===== config.mk =====
export PLATFORM = sky130hd
export DESIGN_NAME = dnn_frame_loader
export DESIGN_NICKNAME = d
export VERILOG_FILES = /design/src/rtl/dnn_loader_pkg.sv /design/src/rtl/dnn_frame_loader.sv
export SDC_FILE = /design/constraint.sdc
export NUM_CORES = 1
export LEC_CHECK = 0
export ABC_AREA = 1
export CAP_MARGIN = 15
export CORE_UTILIZATION = 40
export CTS_CLUSTER_SIZE = 30
export DETAILED_ROUTE_END_ITERATION = 8
export GPL_ROUTABILITY_DRIVEN = 1
export GPL_TIMING_DRIVEN = 1
export HOLD_SLACK_MARGIN = 0.08
export PLACE_DENSITY = 0.77
export SETUP_SLACK_MARGIN = 0.15
export SLEW_MARGIN = 10
export SYNTH_ARGS = -nofsm -noshare
export SYNTH_HDL_FRONTEND = slang
export SYNTH_SLANG_ARGS = --single-unit

===== constraint.sdc =====
create_clock -name clk -period 12.6 [get_ports clk]
set_input_delay 1.89 -clock clk [delete_from_list [all_inputs] [get_ports clk]]
set_output_delay 1.89 -clock clk [all_outputs]
set_load 0.005 [all_outputs]

===== src/rtl/dnn_loader_pkg.sv =====
// Shared types and frame-layout constants for the DNN frame loader.
package dnn_loader_pkg;

  typedef enum logic [1:0] {
    RST_HOLD,
    LOAD,
    FIRE,
    WAIT
  } state_t;

  localparam int N_X            = 4;
  localparam int N_W            = 24;
  localparam int FRAME_WORDS    = 28;
  localparam int HDR_RELOAD_BIT = 0;

endpackage


===== src/rtl/dnn_frame_loader.sv =====
// Serial-to-parallel loader: streams x0..x3 and 24 weights into held registers, launches the DNN.
// Optional build macro DNN_LOADER_WEIGHT_PERSIST_EN: per-frame header word selects weight reload.
module dnn_frame_loader
  import dnn_loader_pkg::*;
#(
  parameter int input_width  = 5,
  parameter int weight_width = 5
) (
  input  logic                    clk,
  input  logic                    rst,
  input  logic [input_width-1:0]  s_data,
  input  logic                    s_valid,
  output logic                    s_ready,
  output logic [input_width-1:0]  x0,
  output logic [input_width-1:0]  x1,
  output logic [input_width-1:0]  x2,
  output logic [input_width-1:0]  x3,
  output logic [weight_width-1:0] w04,
  output logic [weight_width-1:0] w05,
  output logic [weight_width-1:0] w06,
  output logic [weight_width-1:0] w07,
  output logic [weight_width-1:0] w14,
  output logic [weight_width-1:0] w15,
  output logic [weight_width-1:0] w16,
  output logic [weight_width-1:0] w17,
  output logic [weight_width-1:0] w24,
  output logic [weight_width-1:0] w25,
  output logic [weight_width-1:0] w26,
  output logic [weight_width-1:0] w27,
  output logic [weight_width-1:0] w34,
  output logic [weight_width-1:0] w35,
  output logic [weight_width-1:0] w36,
  output logic [weight_width-1:0] w37,
  output logic [weight_width-1:0] w48,
  output logic [weight_width-1:0] w58,
  output logic [weight_width-1:0] w49,
  output logic [weight_width-1:0] w59,
  output logic [weight_width-1:0] w68,
  output logic [weight_width-1:0] w69,
  output logic [weight_width-1:0] w78,
  output logic [weight_width-1:0] w79,
  output logic                    in_ready,
  input  logic                    out0_ready,
  input  logic                    out1_ready,
  output logic                    busy
);

  state_t                  state;
  logic [4:0]              cnt;
  logic                    hold_done;
  logic                    seen0;
  logic                    seen1;
  logic                    accept;
  logic                    is_hdr;
  logic                    last_word;
  logic                    both_seen;
  logic [4:0]              widx;
  logic [input_width-1:0]  x_q [N_X];
  logic [weight_width-1:0] w_q [N_W];

`ifdef DNN_LOADER_WEIGHT_PERSIST_EN
  logic hdr_seen;
  logic reload;
`endif

  assign accept    = s_valid && s_ready;
  assign both_seen = (seen0 || out0_ready) && (seen1 || out1_ready);
  assign widx      = cnt - 5'(N_X);

  always_comb begin
    is_hdr    = 1'b0;
    last_word = (cnt == 5'(FRAME_WORDS - 1));
`ifdef DNN_LOADER_WEIGHT_PERSIST_EN
    // Counter indexes data words only; the header is tracked separately.
    is_hdr    = !hdr_seen;
    last_word = hdr_seen && (cnt == (reload ? 5'(FRAME_WORDS - 1) : 5'(N_X - 1)));
`endif
  end

  always_ff @(posedge clk or posedge rst) begin
    if (rst) begin
      state     <= RST_HOLD;
      cnt       <= '0;
      hold_done <= 1'b0;
      seen0     <= 1'b0;
      seen1     <= 1'b0;
      s_ready   <= 1'b0;
      in_ready  <= 1'b0;
      busy      <= 1'b0;
`ifdef DNN_LOADER_WEIGHT_PERSIST_EN
      hdr_seen  <= 1'b0;
      reload    <= 1'b0;
`endif
    end else begin
      case (state)
        RST_HOLD: begin
          // One full idle cycle after the first post-reset edge before arming.
          if (!hold_done) begin
            hold_done <= 1'b1;
          end else begin
            state   <= LOAD;
            s_ready <= 1'b1;
          end
        end
        LOAD: begin
          if (accept) begin
            if (is_hdr) begin
`ifdef DNN_LOADER_WEIGHT_PERSIST_EN
              hdr_seen <= 1'b1;
              reload   <= s_data[HDR_RELOAD_BIT];
`endif
            end else if (last_word) begin
              state    <= FIRE;
              s_ready  <= 1'b0;
              in_ready <= 1'b1;
              busy     <= 1'b1;
            end else begin
              cnt <= cnt + 5'd1;
            end
          end
        end
        FIRE: begin
          in_ready <= 1'b0;
          state    <= WAIT;
        end
        WAIT: begin
          seen0 <= seen0 || out0_ready;
          seen1 <= seen1 || out1_ready;
          if (both_seen) begin
            state   <= LOAD;
            s_ready <= 1'b1;
            busy    <= 1'b0;
            seen0   <= 1'b0;
            seen1   <= 1'b0;
            cnt     <= '0;
`ifdef DNN_LOADER_WEIGHT_PERSIST_EN
            hdr_seen <= 1'b0;
`endif
          end
        end
        default: begin
          state   <= RST_HOLD;
          s_ready <= 1'b0;
        end
      endcase
    end
  end

  always_ff @(posedge clk or posedge rst) begin
    if (rst) begin
      for (int unsigned i = 0; i < N_X; i++) x_q[i] <= '0;
      for (int unsigned i = 0; i < N_W; i++) w_q[i] <= '0;
    end else if (accept && !is_hdr) begin
      if (cnt < 5'(N_X)) x_q[cnt[1:0]] <= s_data;
      else               w_q[widx]     <= s_data[weight_width-1:0];
    end
  end

  assign x0  = x_q[0];
  assign x1  = x_q[1];
  assign x2  = x_q[2];
  assign x3  = x_q[3];

  assign w04 = w_q[0];
  assign w05 = w_q[1];
  assign w06 = w_q[2];
  assign w07 = w_q[3];
  assign w14 = w_q[4];
  assign w15 = w_q[5];
  assign w16 = w_q[6];
  assign w17 = w_q[7];
  assign w24 = w_q[8];
  assign w25 = w_q[9];
  assign w26 = w_q[10];
  assign w27 = w_q[11];
  assign w34 = w_q[12];
  assign w35 = w_q[13];
  assign w36 = w_q[14];
  assign w37 = w_q[15];
  assign w48 = w_q[16];
  assign w58 = w_q[17];
  assign w49 = w_q[18];
  assign w59 = w_q[19];
  assign w68 = w_q[20];
  assign w69 = w_q[21];
  assign w78 = w_q[22];
  assign w79 = w_q[23];

endmodule


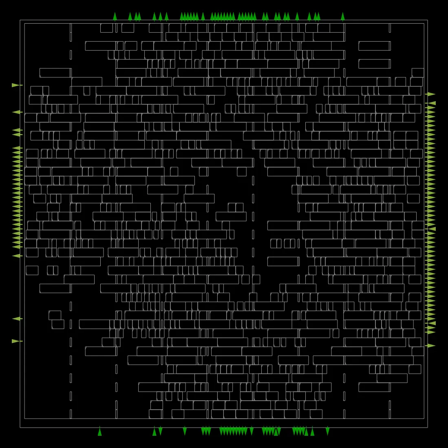
Fig. 1. Cell outlines without signal wires (run 1).
tap cell count: 184
number of standard cells in the final layout excluding fillers: 946

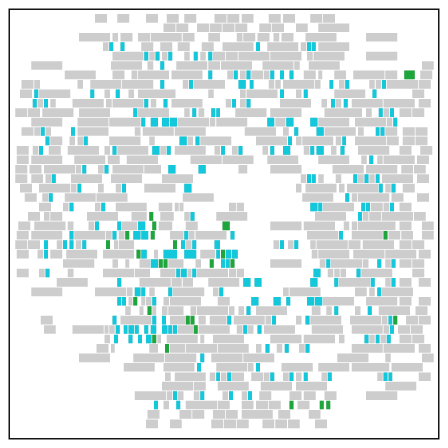
Fig. 2. Gate-type map (run 1).
| colour | family | cells |
|---|---|---|
| cyan | nand cells | 209 |
| green | inv cells | 26 |

==> impl_results.rst, run 1 <==
Implementation results
======================

.. list-table::
   :header-rows: 1

   * - Metric
     - Value
   * - Power Internal
     - roughly 840 uW
   * - Global Route met2 Usage
     - about a third
   * - Crit Path Category
     - in -> async
   * - Share of post-route cells with drive strength above 1
     - 9.711%
   * - CP Depth
     - 3
   * - Logic inverters
     - 26
   * - Number of I/O pins
     - ~150
   * - Residual overflow from global routing
     - 0
   * - Kind of start point of the critical path
     - input pin
   * - Chain of cells forming the critical path
     - clkdlybuf4s50_1 -> inv_6 -> buf_4
   * - Number of sequential storage elements
     - roughly 150
   * - Synth Area in XOR/XNOR
     - 0.2969%
   * - Total core area
     - between 0.01 and 0.015 mm^2
   * - Total area of sequential cells
     - 0.003829 mm^2
   * - Worst Path Max Fanout
     - 84
   * - Register-to-Register Setup Slack
     - about 11 ns
   * - Yosys top cell area share
     - 64.90%
   * - Multiplexer share of the synthesized area
     - 0%
   * - Critical path's slowest cell
     - buf_4
   * - Die area
     - 0.01524 mm^2
   * - Count of warnings emitted by yosys
     - 0
   * - Worst Hold End
     - hold_done
   * - Number of buffer and inverter stages on the critical path
     - 3
   * - Hold Path Class
     - reg -> reg
   * - Antenna fix cells
     - 0
   * - Leak Pwr
     - approximately 0.0037 uW
   * - Number of unique standard cell types used by synthesis
     - 20
   * - Post-synthesis simple-gate area fraction
     - about 17%
   * - Number of levels in the clock H-tree
     - 4
   * - Count of cells resized by post-cts repair
     - 0
   * - Fa+ha+maj area frac
     - 2.333%
   * - Yosys stat cell total
     - about 590
   * - Count of input and output buffers
     - 152
   * - Top Layout Cells
     - nand2_1 (169), dfrtp_1 (153), clkdlybuf4s50_1 (152), o21ai_0 (117), o21ai_1 (32)
   * - Count of tool warnings
     - 34
   * - Total negative setup slack
     - 0 ns
   * - Commonest non-fill, non-tap cell in the layout
     - nand2_1
   * - Final core area utilization
     - between 50% and 60%
   * - Non-clock buffering overhead
     - 18.53%
   * - Power density of the placed cells
     - approximately 130 mW/mm^2
   * - Worst slack at placement
     - around 8.7 ns
   * - Most used routing layer in global routing
     - met2
   * - Run status
     - completed
   * - M1 wire length
     - ~6900 um
   * - Final max-slew violation count
     - 0
   * - Register bit count reported by yosys
     - 153
   * - Total clock buffers created by CTS
     - 17
   * - Primary flip-flop cell chosen by synthesis mapping
     - dfrtp_1
   * - Launch point of the worst path
     - rst
   * - Highest Signal Layer
     - met4
   * - Reported net switching power
     - 212.1 uW
   * - Clock Skew
     - 0.008933 ns
   * - Largest family of logic cells by area
     - simple AND/OR/NAND/NOR gates
   * - Die height
     - around 120 um
   * - Sum of met2 wire segment lengths after detailed routing
     - 6898 um
   * - CTS clk-pin slew, worst paths
     - roughly 0.060 ns
   * - Yosys chip area
     - around 0.0059 mm^2
   * - Avg Cell Area, Syn
     - 10.05 um^2
   * - Count of multi-input combinational gates
     - a little under 400
   * - Total power after layout
     - roughly 1000 uW
   * - Crit path capture type
     - async pin
   * - Detailed-route DRC error count
     - 0
   * - Final hold slack
     - around 0.48 ns
   * - Capture point of the worst path
     - x0[2]
   * - Global-route usage over all layers
     - approximately a fifth
   * - Power drawn by the clock network
     - approximately 540 uW
   * - Global Route met1 Usage
     - between 20% and 30%
   * - Cell count after placement
     - around 910
   * - Number of filler cells placed in the layout
     - 1221
   * - Total routed wirelength
     - between 10000 and 15000 um
   * - Vias in the first global route
     - 4505
   * - Antenna viol nets, final
     - 0
   * - GRT met3 Usage
     - under 10%
   * - Number of search-and-repair iterations in the first detailed-routing pass
     - 5
   * - Delay of the slowest cell on the worst path
     - 0.80 ns
   * - Hold buffers post-CTS
     - 0
   * - Worst slew margin
     - approximately 30%
   * - Delay-heaviest family, CP
     - buffers and inverters
   * - Non-clock buffers
     - between 150 and 200
   * - Switching Fraction
     - 20.25%
   * - Antenna violations before repair
     - 0
   * - Sequential fraction of design power
     - around 47%
   * - Final setup slack of the worst path
     - ~9 ns
   * - Post-synth tally of flip-flops with integrated enable
     - 0
   * - Core Density at Floorplan
     - approximately two fifths
   * - Met3 routed wirelength
     - 872 um
   * - Largest contributor to cell area by class
     - flip-flops and latches
   * - Combinational share of cell area
     - about a quarter
   * - Chip Width
     - about 120 um
   * - Area of all placed cells without fillers
     - slightly above 0.008 mm^2
   * - Main power group
     - the clock network
   * - Aoi share
     - about an eighth
   * - Logic gate share of total power
     - under 10%
   * - Number of instances on the worst hold path
     - 1
   * - CTS root buf
     - clkbuf_16
   * - Post-route fraction of the period consumed by the critical path
     - between 20% and 30%
   * - Final critical-path required period
     - approximately 3.4 ns
   * - Global-route wire length before repair
     - about 24000 um
   * - Register fraction of the total cell area
     - a little under half
   * - Iteration-0 DRC count of the detailed router
     - 323
   * - Share of async-settable or async-resettable flops after synthesis
     - 100.0%
   * - Worst EP arrival
     - roughly 3.8 ns
   * - Detailed-route wire length per cell
     - ~16 um
   * - Number of vias in the routed layout
     - ~4700
   * - Clock tree from TritonCTS
     - built
   * - Pin count of the biggest net entering global routing
     - approximately 85
   * - Cell type with the largest total area
     - dfrtp_1
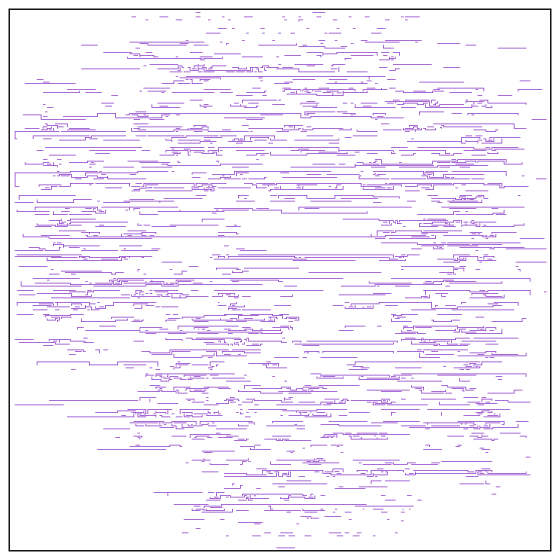
Fig. 3. Met1 routing (run 1).
nets with wire on the layer: 673
main direction: horizontal
wire length on this layer: 6940 um
longest straight run: 68.1 um

Fig. 4: run 1, placement density heat map
12 x 12 tiles, from white (low) to dark blue (high), 0 to 100% covered.
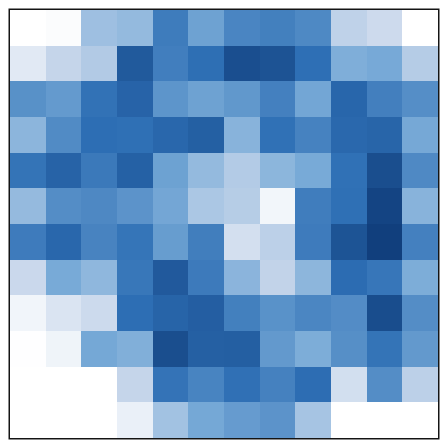

==> inputs of run 2 (changes only) <==
clock period = 3.3 ns   (was 12.6 ns; I/O delays follow)
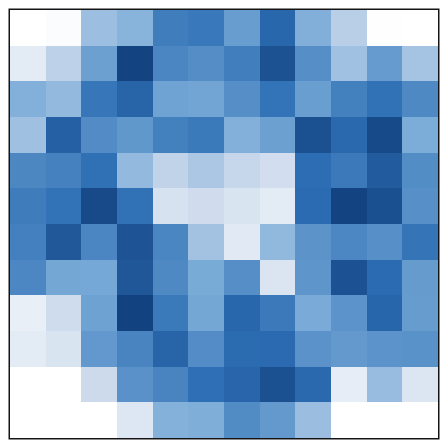
Fig. 5. Placement density heat map (run 2).
12 x 12 tiles, from white (low) to dark blue (high), 0 to 100% covered.
tiles over 75% full: 19%
nearly empty tiles: 7.6%
emptiest ninth of the die: lower left

==> run 2 against run 1 <==
- routed wire length about the same
- critical path depth is 4 higher
- sequential power went up to 3.8 times the previous value
- highest routed layer unchanged
==> impl_results.rst, run 2 <==
Implementation results
======================

.. list-table::
   :header-rows: 1

   * - Metric
     - Value
   * - Run status
     - completed
   * - Total area of sequential cells
     - 0.003829 mm^2 (unchanged)
   * - Power Internal
     - 2892 uW (+250%)
   * - Met3 routed wirelength
     - 690 um (-21%)
   * - CP Depth
     - 7 (+4)
   * - Non-clock buffering overhead
     - 19.51% (+0.98 points)
   * - Number of I/O pins
     - 153 (unchanged)
   * - Top Layout Cells
     - nand2_1 (169), dfrtp_1 (153), clkdlybuf4s50_1 (152), o21ai_0 (117), o21ai_1 (32)
   * - Primary flip-flop cell chosen by synthesis mapping
     - dfrtp_1
   * - Area of all placed cells without fillers
     - 0.008234 mm^2 (-0.23%)
   * - Cell count after placement
     - 921 (+0.77%)
   * - Power density of the placed cells
     - 449.9 mW/mm^2 (+250%)
   * - Delay of the slowest cell on the worst path
     - 0.54 ns (-0.26 ns)
   * - Detailed-route wire length per cell
     - 15.67 um (-0.54%)
   * - Fa+ha+maj area frac
     - 2.333% (unchanged)
   * - Avg Cell Area, Syn
     - 10.05 um^2 (unchanged)
   * - Capture point of the worst path
     - w69[4]
   * - Reported net switching power
     - 812.8 uW (+280%)
   * - Detailed-route DRC error count
     - 0 (unchanged)
   * - Sum of met2 wire segment lengths after detailed routing
     - 6935 um (+0.54%)
   * - Post-synth tally of flip-flops with integrated enable
     - 0 (unchanged)
   * - Die height
     - 123.4 um (unchanged)
   * - Hold Path Class
     - reg -> reg
   * - Register-to-Register Setup Slack
     - 1.31 ns (-9.22 ns)
   * - Endpoints failing setup
     - 0
   * - Residual overflow from global routing
     - 0 (unchanged)
   * - Yosys stat cell total
     - 587 (unchanged)
   * - Crit path capture type
     - flop
   * - Crit Path Category
     - reg -> reg
   * - Logic inverters
     - 26 (unchanged)
   * - Count of multi-input combinational gates
     - 398 (unchanged)
   * - Number of instances on the worst hold path
     - 1 (unchanged)
   * - Number of levels in the clock H-tree
     - 4 (unchanged)
   * - Total negative setup slack
     - 0 ns (unchanged)
   * - Die area
     - 0.01524 mm^2 (unchanged)
   * - Vias in the first global route
     - 4488 (-0.38%)
   * - Commonest non-fill, non-tap cell in the layout
     - nand2_1
   * - Count of warnings emitted by yosys
     - 0 (unchanged)
   * - Final max-slew violation count
     - 0 (unchanged)
   * - Critical path's slowest cell
     - dfrtp_1
   * - Worst Hold End
     - hold_done
   * - Sequential fraction of design power
     - 50.7% (+3.8 points)
   * - Worst slew margin
     - 35.06% (+5.5 points)
   * - Tap cell count
     - 184 (unchanged)
   * - Total clock buffers created by CTS
     - 17 (unchanged)
   * - Launch point of the worst path
     - cnt[2]
   * - Highest Signal Layer
     - met4
   * - Area occupied by multi-input gates
     - just under 0.002 mm^2
   * - Synth Area in XOR/XNOR
     - 0.2969% (unchanged)
   * - Global-route wire length before repair
     - 23980 um (+1.0%)
   * - Largest family of logic cells by area
     - simple AND/OR/NAND/NOR gates
   * - Number of vias in the routed layout
     - 4657 (+0.086%)
   * - Global-route usage over all layers
     - 21.21% (+0.30 points)
   * - Total core area
     - 0.01448 mm^2 (unchanged)
   * - Yosys chip area
     - 0.005899 mm^2 (unchanged)
   * - Switching Fraction
     - 21.94% (+1.7 points)
   * - Largest contributor to cell area by class
     - flip-flops and latches
   * - Post-synthesis simple-gate area fraction
     - 17.12% (unchanged)
   * - Iteration-0 DRC count of the detailed router
     - 229 (-29%)
   * - Number of standard cells in the final layout excluding fillers
     - 952 (+0.63%)
   * - Global Route met1 Usage
     - 29.32% (+0.54 points)
   * - Combinational share of cell area
     - 23.48% (+0.053 points)
   * - Number of cells produced by synthesis
     - between 500 and 600
   * - CTS clk-pin slew, worst paths
     - 0.06 ns (about the same)
   * - Number of filler cells placed in the layout
     - 1243 (+1.8%)
   * - Hold buffers post-CTS
     - 0 (unchanged)
   * - Clock tree from TritonCTS
     - built
   * - Final hold slack
     - 0.4739 ns (-0.005981 ns)
   * - Antenna violations before repair
     - 0 (unchanged)
   * - Final critical-path required period
     - around 2 ns
   * - Number of unique standard cell types used by synthesis
     - 20 (unchanged)
   * - Total power after layout
     - 3704 uW (+250%)
   * - Cell type with the largest total area
     - dfrtp_1
   * - CTS root buf
     - clkbuf_16
   * - Max Root-Sink Buffers
     - 2
   * - Clock Skew
     - 0.008640 ns (-0.0002924 ns)
   * - Leak Pwr
     - 0.003634 uW (-0.55%)
   * - Fraction of the yosys area taken by sequential cells
     - around two thirds
   * - Delay-heaviest family, CP
     - simple AND/OR/NAND/NOR gates
   * - Multiplexer share of the synthesized area
     - 0% (unchanged)
   * - Power drawn by the clock network
     - 1740 uW (+230%)
   * - Most used routing layer in global routing
     - met2
   * - Chip Width
     - 123.4 um (unchanged)
   * - Non-clock buffers
     - 160 (+4.6%)
   * - Number of buffer and inverter stages on the critical path
     - 1 (-2)
   * - Count of cells resized by post-cts repair
     - 0 (unchanged)
   * - Count of input and output buffers
     - 152 (unchanged)
   * - Global Route met2 Usage
     - 33.07% (+0.87 points)
   * - GRT met3 Usage
     - 4.566% (-0.83 points)
   * - Register bit count reported by yosys
     - 153 (unchanged)
   * - Share of async-settable or async-resettable flops after synthesis
     - 100.0% (unchanged)
   * - Final core area utilization
     - 56.87% (-0.13 points)
   * - Pin count of the biggest net entering global routing
     - 74 (-13%)
   * - Yosys top cell area share
     - 64.90% (unchanged)
   * - Antenna fix cells
     - 0 (unchanged)
   * - Count of tool warnings
     - 34 (unchanged)
   * - Logic gate share of total power
     - 2.5% (+0.5 points)
   * - Worst Path Max Fanout
     - 10 (-88%)
   * - Number of search-and-repair iterations in the first detailed-routing pass
     - 4 (-1)
   * - Main power group
     - registers
   * - Core Density at Floorplan
     - 40.74% (unchanged)
   * - Final setup slack of the worst path
     - 1.309 ns (-7.937 ns)
   * - Total routed wirelength
     - 14920 um (about the same)
   * - Share of post-route cells with drive strength above 1
     - 10.29% (+0.58 points)
   * - Worst slack at placement
     - 1.155 ns (-7.546 ns)
   * - Aoi share
     - 13.02% (unchanged)
   * - Chain of cells forming the critical path
     - inv_4 -> ha_1 -> nand3_1 -> nor2_1 -> nand2_2 -> nand2_1 -> o21ai_0
   * - Antenna viol nets, final
     - 0 (unchanged)
Power and IR drop assume default switching activity.
